--- src/rtl/pipe_stage_skid.sv ---
// Pipeline-register stage with valid/ready handshake and a two-entry (main + skid) buffer.
// in_ready comes straight from a flop; flush turns both entries into bubbles; stall_cnt saturates.
module pipe_stage_skid #(
  parameter int                 CTRL_W    = 4,
  parameter int                 DATA_W    = 69,
  parameter int                 INSTR_W   = 32,
  parameter logic [INSTR_W-1:0] NOP_INSTR = INSTR_W'(32'h0000_0013),
  parameter int                 STALL_W   = 16
) (
  input  logic               clk,
  input  logic               rst,
  input  logic               flush,
  input  logic               in_valid,
  output logic               in_ready,
  input  logic [CTRL_W-1:0]  in_ctrl,
  input  logic [DATA_W-1:0]  in_data,
  input  logic [INSTR_W-1:0] in_instr,
  output logic               out_valid,
  input  logic               out_ready,
  output logic [CTRL_W-1:0]  out_ctrl,
  output logic [DATA_W-1:0]  out_data,
  output logic [INSTR_W-1:0] out_instr,
  output logic               skid_full,
  output logic [STALL_W-1:0] stall_cnt
);

  typedef struct packed {
    logic [CTRL_W-1:0]  ctrl;
    logic [DATA_W-1:0]  data;
    logic [INSTR_W-1:0] instr;
  } entry_t;

  // Encoding is {main_v, skid_v}; 2'b01 is unreachable.
  typedef enum logic [1:0] {
    S_EMPTY = 2'b00,
    S_ONE   = 2'b10,
    S_TWO   = 2'b11
  } state_e;

  localparam entry_t BUBBLE = '{ctrl: '0, data: '0, instr: NOP_INSTR};

  state_e             state_q, state_d;
  entry_t             main_q, main_d;
  entry_t             skid_q, skid_d;
  entry_t             in_beat;
  logic               in_ready_q;
  logic [STALL_W-1:0] stall_q, stall_d;
  logic               acc, pop;

  assign in_beat = '{ctrl: in_ctrl, data: in_data, instr: in_instr};
  assign acc     = in_valid & in_ready_q;
  assign pop     = out_valid & out_ready;

  // NOTE: every variable gets its default before any branch, so no path leaves it unassigned (no latches).
  always_comb begin
    state_d = state_q;
    main_d  = main_q;
    skid_d  = skid_q;
    if (flush) begin
      state_d = S_EMPTY;
      main_d  = BUBBLE;
      skid_d  = BUBBLE;
    end else begin
      unique case (state_q)
        S_EMPTY: begin
          if (acc) begin
            main_d  = in_beat;
            state_d = S_ONE;
          end
        end
        S_ONE: begin
          if (pop && acc) begin
            main_d = in_beat;
          end else if (pop) begin
            main_d  = BUBBLE;
            state_d = S_EMPTY;
          end else if (acc) begin
            skid_d  = in_beat;
            state_d = S_TWO;
          end
        end
        S_TWO: begin
          if (pop) begin
            main_d  = skid_q;
            skid_d  = BUBBLE;
            state_d = S_ONE;
          end
        end
        default: begin
          state_d = S_EMPTY;
          main_d  = BUBBLE;
          skid_d  = BUBBLE;
        end
      endcase
    end
  end

  // Flush does not clear the counter; only reset does.
  always_comb begin
    stall_d = stall_q;
    if (out_valid && !out_ready && (stall_q != '1)) begin
      stall_d = stall_q + STALL_W'(1);
    end
  end

  // NOTE: sequential state uses non-blocking assignments so every flop samples pre-edge values.
  // NOTE: the entry registers are reset too, because their contents drive the outputs directly.
  always_ff @(posedge clk or posedge rst) begin
    if (rst) begin
      state_q    <= S_EMPTY;
      main_q     <= BUBBLE;
      skid_q     <= BUBBLE;
      in_ready_q <= 1'b1;
      stall_q    <= '0;
    end else begin
      state_q    <= state_d;
      main_q     <= main_d;
      skid_q     <= skid_d;
      in_ready_q <= (state_d != S_TWO);
      stall_q    <= stall_d;
    end
  end

  assign in_ready  = in_ready_q;
  assign out_valid = (state_q != S_EMPTY);
  assign skid_full = (state_q == S_TWO);
  assign out_ctrl  = main_q.ctrl;
  assign out_data  = main_q.data;
  assign out_instr = main_q.instr;
  assign stall_cnt = stall_q;

endmodule

--- config.mk ---
export PLATFORM = sky130hd
export DESIGN_NAME = pipe_stage_skid
export DESIGN_NICKNAME = d
export VERILOG_FILES = /design/src/rtl/pipe_stage_skid.sv
export SDC_FILE = /design/constraint.sdc
export NUM_CORES = 1
export LEC_CHECK = 0
export ABC_AREA = 0
export CAP_MARGIN = 20
export CORE_MARGIN = 5
export CORE_UTILIZATION = 51
export DETAILED_ROUTE_END_ITERATION = 8
export PLACE_DENSITY_LB_ADDON = 0.05
export RECOVER_POWER = 100
export SLEW_MARGIN = 0
export SYNTH_ARGS = -nofsm -noshare
export SYNTH_HDL_FRONTEND = slang
export SYNTH_SLANG_ARGS = --single-unit
export TNS_END_PERCENT = 100
--- constraint.sdc ---
create_clock -name clk -period 9.2 [get_ports clk]
set_input_delay 1.84 -clock clk [delete_from_list [all_inputs] [get_ports clk]]
set_output_delay 1.84 -clock clk [all_outputs]
set_load 0.02 [all_outputs]
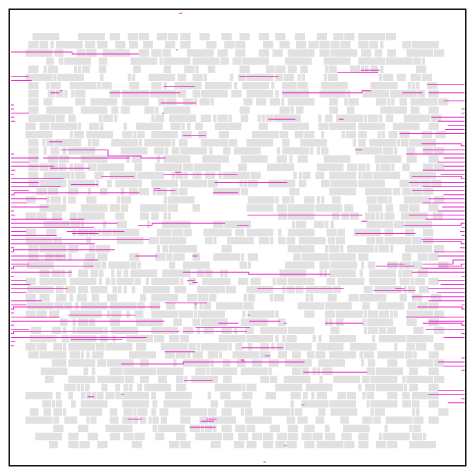
Fig. 1. M3 wires (run 1).
(3 px per µm) Cells faint in the background.
wire length on this layer = 2260 µm
main direction = horizontal
share of all routed wire = 8.5%

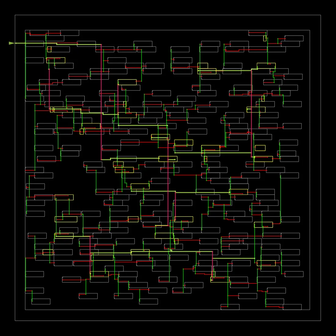
Fig. 2. The clock network (run 1).
total CTS buffers: 25
FF+latch count: 229
worst skew pair latency: 0.50 ns
P_clk: 0.000971 W
Worst Skew: 0.00677 ns

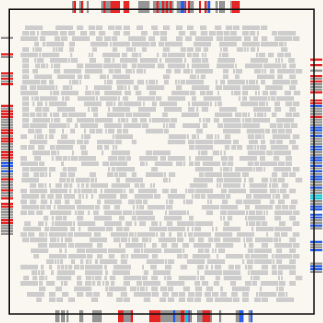
Fig. 3. Pin map (run 1).
(2 px per µm) Pins as bars across the die edge, other pins in grey.
cyan -> `out_ctrl`  # pins 4, direction output, edge 2 right, 1 bottom, 1 top
red -> `in_data`  # pins 69, direction input, edge 23 top, 22 left, 16 bottom, 8 right
blue -> `in_instr`  # pins 32, direction input, edge 22 right, 4 bottom, 3 left, 3 top
purple -> `skid_full`  # pins 1, direction output, edge bottom
all pins by edge = 65 right, 58 bottom, 56 top, 55 left
die outline width: 152 µm
die height: 152 µm
Port Buffers: 233

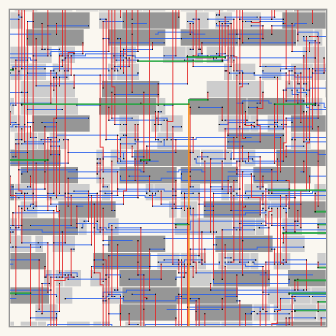
Fig. 4. A small window of the routed layout (run 1).
Window x 89 to 139, y 89 to 139 µm. Cells in grey, sequential cells in the stronger grey; small squares are vias.
blue -> met1
orange -> met4
red -> met2
green -> met3
sequential cells in the window = 37
cells with their middle in the window = 148
most frequent = dfrtp_1 (37), nand2_1 (20), a22oi_1 (20)
netlist names of flops here include = `skid_q` (20), `out_data` (13), `out_instr` (4)

==> impl_metrics.json, run 1 <==
{
  "outcome": "complete, but fails checks",
  "violations": "max-capacitance violations, max-slew violations",
  "min_from": "out_instr[24]",
  "synth_area_leader_cell": "dfrtp_1",
  "num_rows": 51,
  "cts_setup_buffers": 0,
  "r2r-start": "state_q[0]",
  "grt_pass1_wl_um": 42800,
  "rrSetupSlack_ns": 4.02,
  "powerDensity_mw_per_mm2": 185,
  "flop_area_mm2": 0.00574,
  "finalMaxSlewViolations": 463,
  "nMultiInputCombCells": 501,
  "dr_wl_met3_um": 2260,
  "insertedDiodeCount": 0,
  "edf_count": 0,
  "buffers_excl_clock": 243,
  "area_growth_pct": 31.0,
  "ff_type": "dfrtp_1",
  "lay_top_count": "dfrtp_1",
  "core_mm2": 0.0196,
  "track_usage": 0.230,
  "synthTopCellsByArea": "dfrtp_1, mux2i_1, o2bb2ai_1, a22oi_1, inv_1",
  "hold_slack_ns": 0.478,
  "max_cap_viol_count": 7,
  "xor_share": 0.0103,
  "dp_worst_setup_slack_ns": 4.56,
  "endpoint_kind": "register",
  "synth_adder_area_share": 0.00122,
  "final-clk-cell-share": 0.0591,
  "busiest_layer": "met2",
  "critical_path_class": "in2reg",
  "ys_cells": 909,
  "cts_hold_buf": 0
}
run 1: through the flow:
step           std cells   util  power, W
3_5_place_dp        1346  0.646   0.00155
2_1_floorplan        909      -   0.00136
4_1_cts             1387  0.686   0.00253
5_1_grt             1388  0.685   0.00259
6_report            1388  0.685   0.00249
3_3_place_gp        1346  0.646   0.00154
run 1: critical path, stage by stage:
cell,delay [ns]
dlygate4sd3_1,0.63
nand2b_1,0.30
a21oi_4,0.79
clkbuf_1,2.76
a22oi_1,0.38
run 1: power breakdown:
part           leakage [nW]  switching, W  internal (W)  total, W
sequential             3.09     0.0000494       0.00107   0.00112
clock                 0.394      0.000381      0.000590  0.000971
combinational          2.63      0.000216      0.000179  0.000395
==> run 2: changes to the inputs <==
Clock period 9.2 ns to 6.1 ns, I/O delays scaled along.
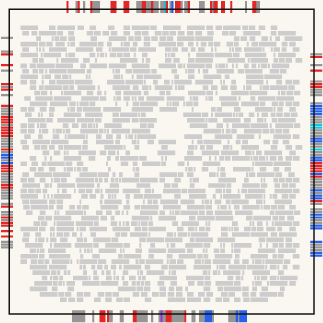
Fig. 5. Pin map (run 2).
(2 px per µm) Pins as bars across the die edge, other pins in grey.
blue -> `in_instr`  # pins 32, direction input, edge 19 right, 9 bottom, 3 left, 1 top
purple -> `skid_full`  # pins 1, direction output, edge bottom
red -> `in_data`  # pins 69, direction input, edge 25 top, 24 left, 10 right, 10 bottom
cyan -> `out_ctrl`  # pins 4, direction output, edge 3 right, 1 top
all pins by edge = 62 right, 60 bottom, 57 left, 55 top

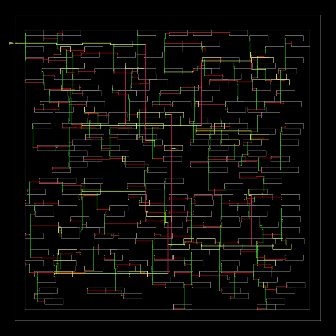
Fig. 6. The clock network (run 2).
Worst Skew: 0.00934 ns
# clk buffers: 38
clk sink count: 229

==> run 2 against run 1 <==
Against the previous run:
- the flow still finishes with violations (max-capacitance violations, max-slew violations)
- clock-buffer cell count is 3 higher
- worst hold slack better by 0.0017 ns
- sequential power up 51%
- flip-flop count is the same
- non-clock buffer count stayed put
- clock power grew about 60%
- critical endpoint is now skid_full
- largest power group unchanged
==> impl_metrics.json, run 2 <==
{
  "max_cap_viol_count": 6,
  "track_usage": 0.229,
  "cts_setup_buffers": 0,
  "powerDensity_mw_per_mm2": 284,
  "area_growth_pct": 31.7,
  "ys_cells": 909,
  "cts_made_buffers": 25,
  "power_w": 0.00384,
  "outcome": "complete, but fails checks",
  "r2r-start": "state_q[0]",
  "rrSetupSlack_ns": 2.42,
  "num_rows": 51,
  "flop_area_mm2": 0.00574,
  "violations": "max-capacitance violations, max-slew violations",
  "final_cells": 1391,
  "lay_top_count": "dfrtp_1",
  "cpPeakStageDelay_ns": 1.48,
  "synth_adder_area_share": 0.00122,
  "cp_slowest_cell": "and2_0",
  "synth_area_leader_cell": "dfrtp_1",
  "port_buffers": 233,
  "final-clk-cell-share": 0.0629,
  "insertedDiodeCount": 1,
  "xor_share": 0.0103,
  "buffers_excl_clock": 243,
  "placedCellCount": 1347,
  "die_h_um": 152,
  "ff_type": "dfrtp_1",
  "flops": 229,
  "nMultiInputCombCells": 501,
  "crit_chain": "and2_0 > clkdlybuf4s50_1",
  "final_util": 0.688,
  "finalMaxSlewViolations": 292
}
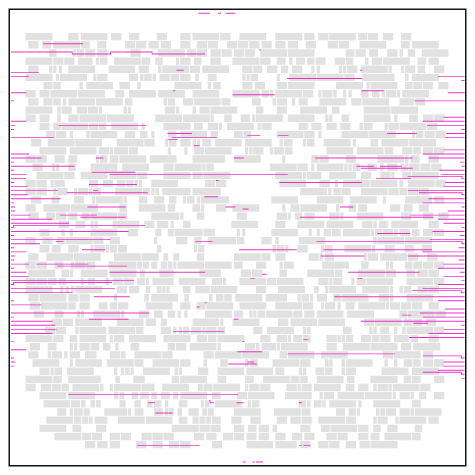
Fig. 7. M3 wires (run 2).
(3 px per µm) Cells faint in the background.
wire length on this layer = 2130 µm
main direction = horizontal
nets with wire on the layer = 162

==> run 2: cell counts after synthesis <==
No cell type changed its count.
==> run 2: report_power, final <==
group / switching [W] / leakage [nW] / internal (W)
combinational: 0.000325 / 2.64 / 0.000265
sequential: 0.0000748 / 3.09 / 0.00162
clock: 0.000591 / 0.416 / 0.000963
==> run 2: routing by layer <==
| layer | track usage | vias up | share of wire |
|---|---|---|---|
| met4 | 0.0638 | 2 | 0.026 |
| met5 | 0 | - | 0.00026 |
| li1 | - | 3592 | - |
| met2 | 0.341 | 259 | 0.45 |
| met3 | 0.0529 | 43 | 0.080 |
| met1 | 0.337 | 3851 | 0.44 |
==> run 2: critical path: cells and delay by family (launching register included) <==
family | cells | cell delay, ns
buffers and inverters | 1 | 0.86
flip-flops | 1 | 0.61
AND/OR/NAND/NOR | 1 | 1.48
Power and IR drop assume default switching activity.
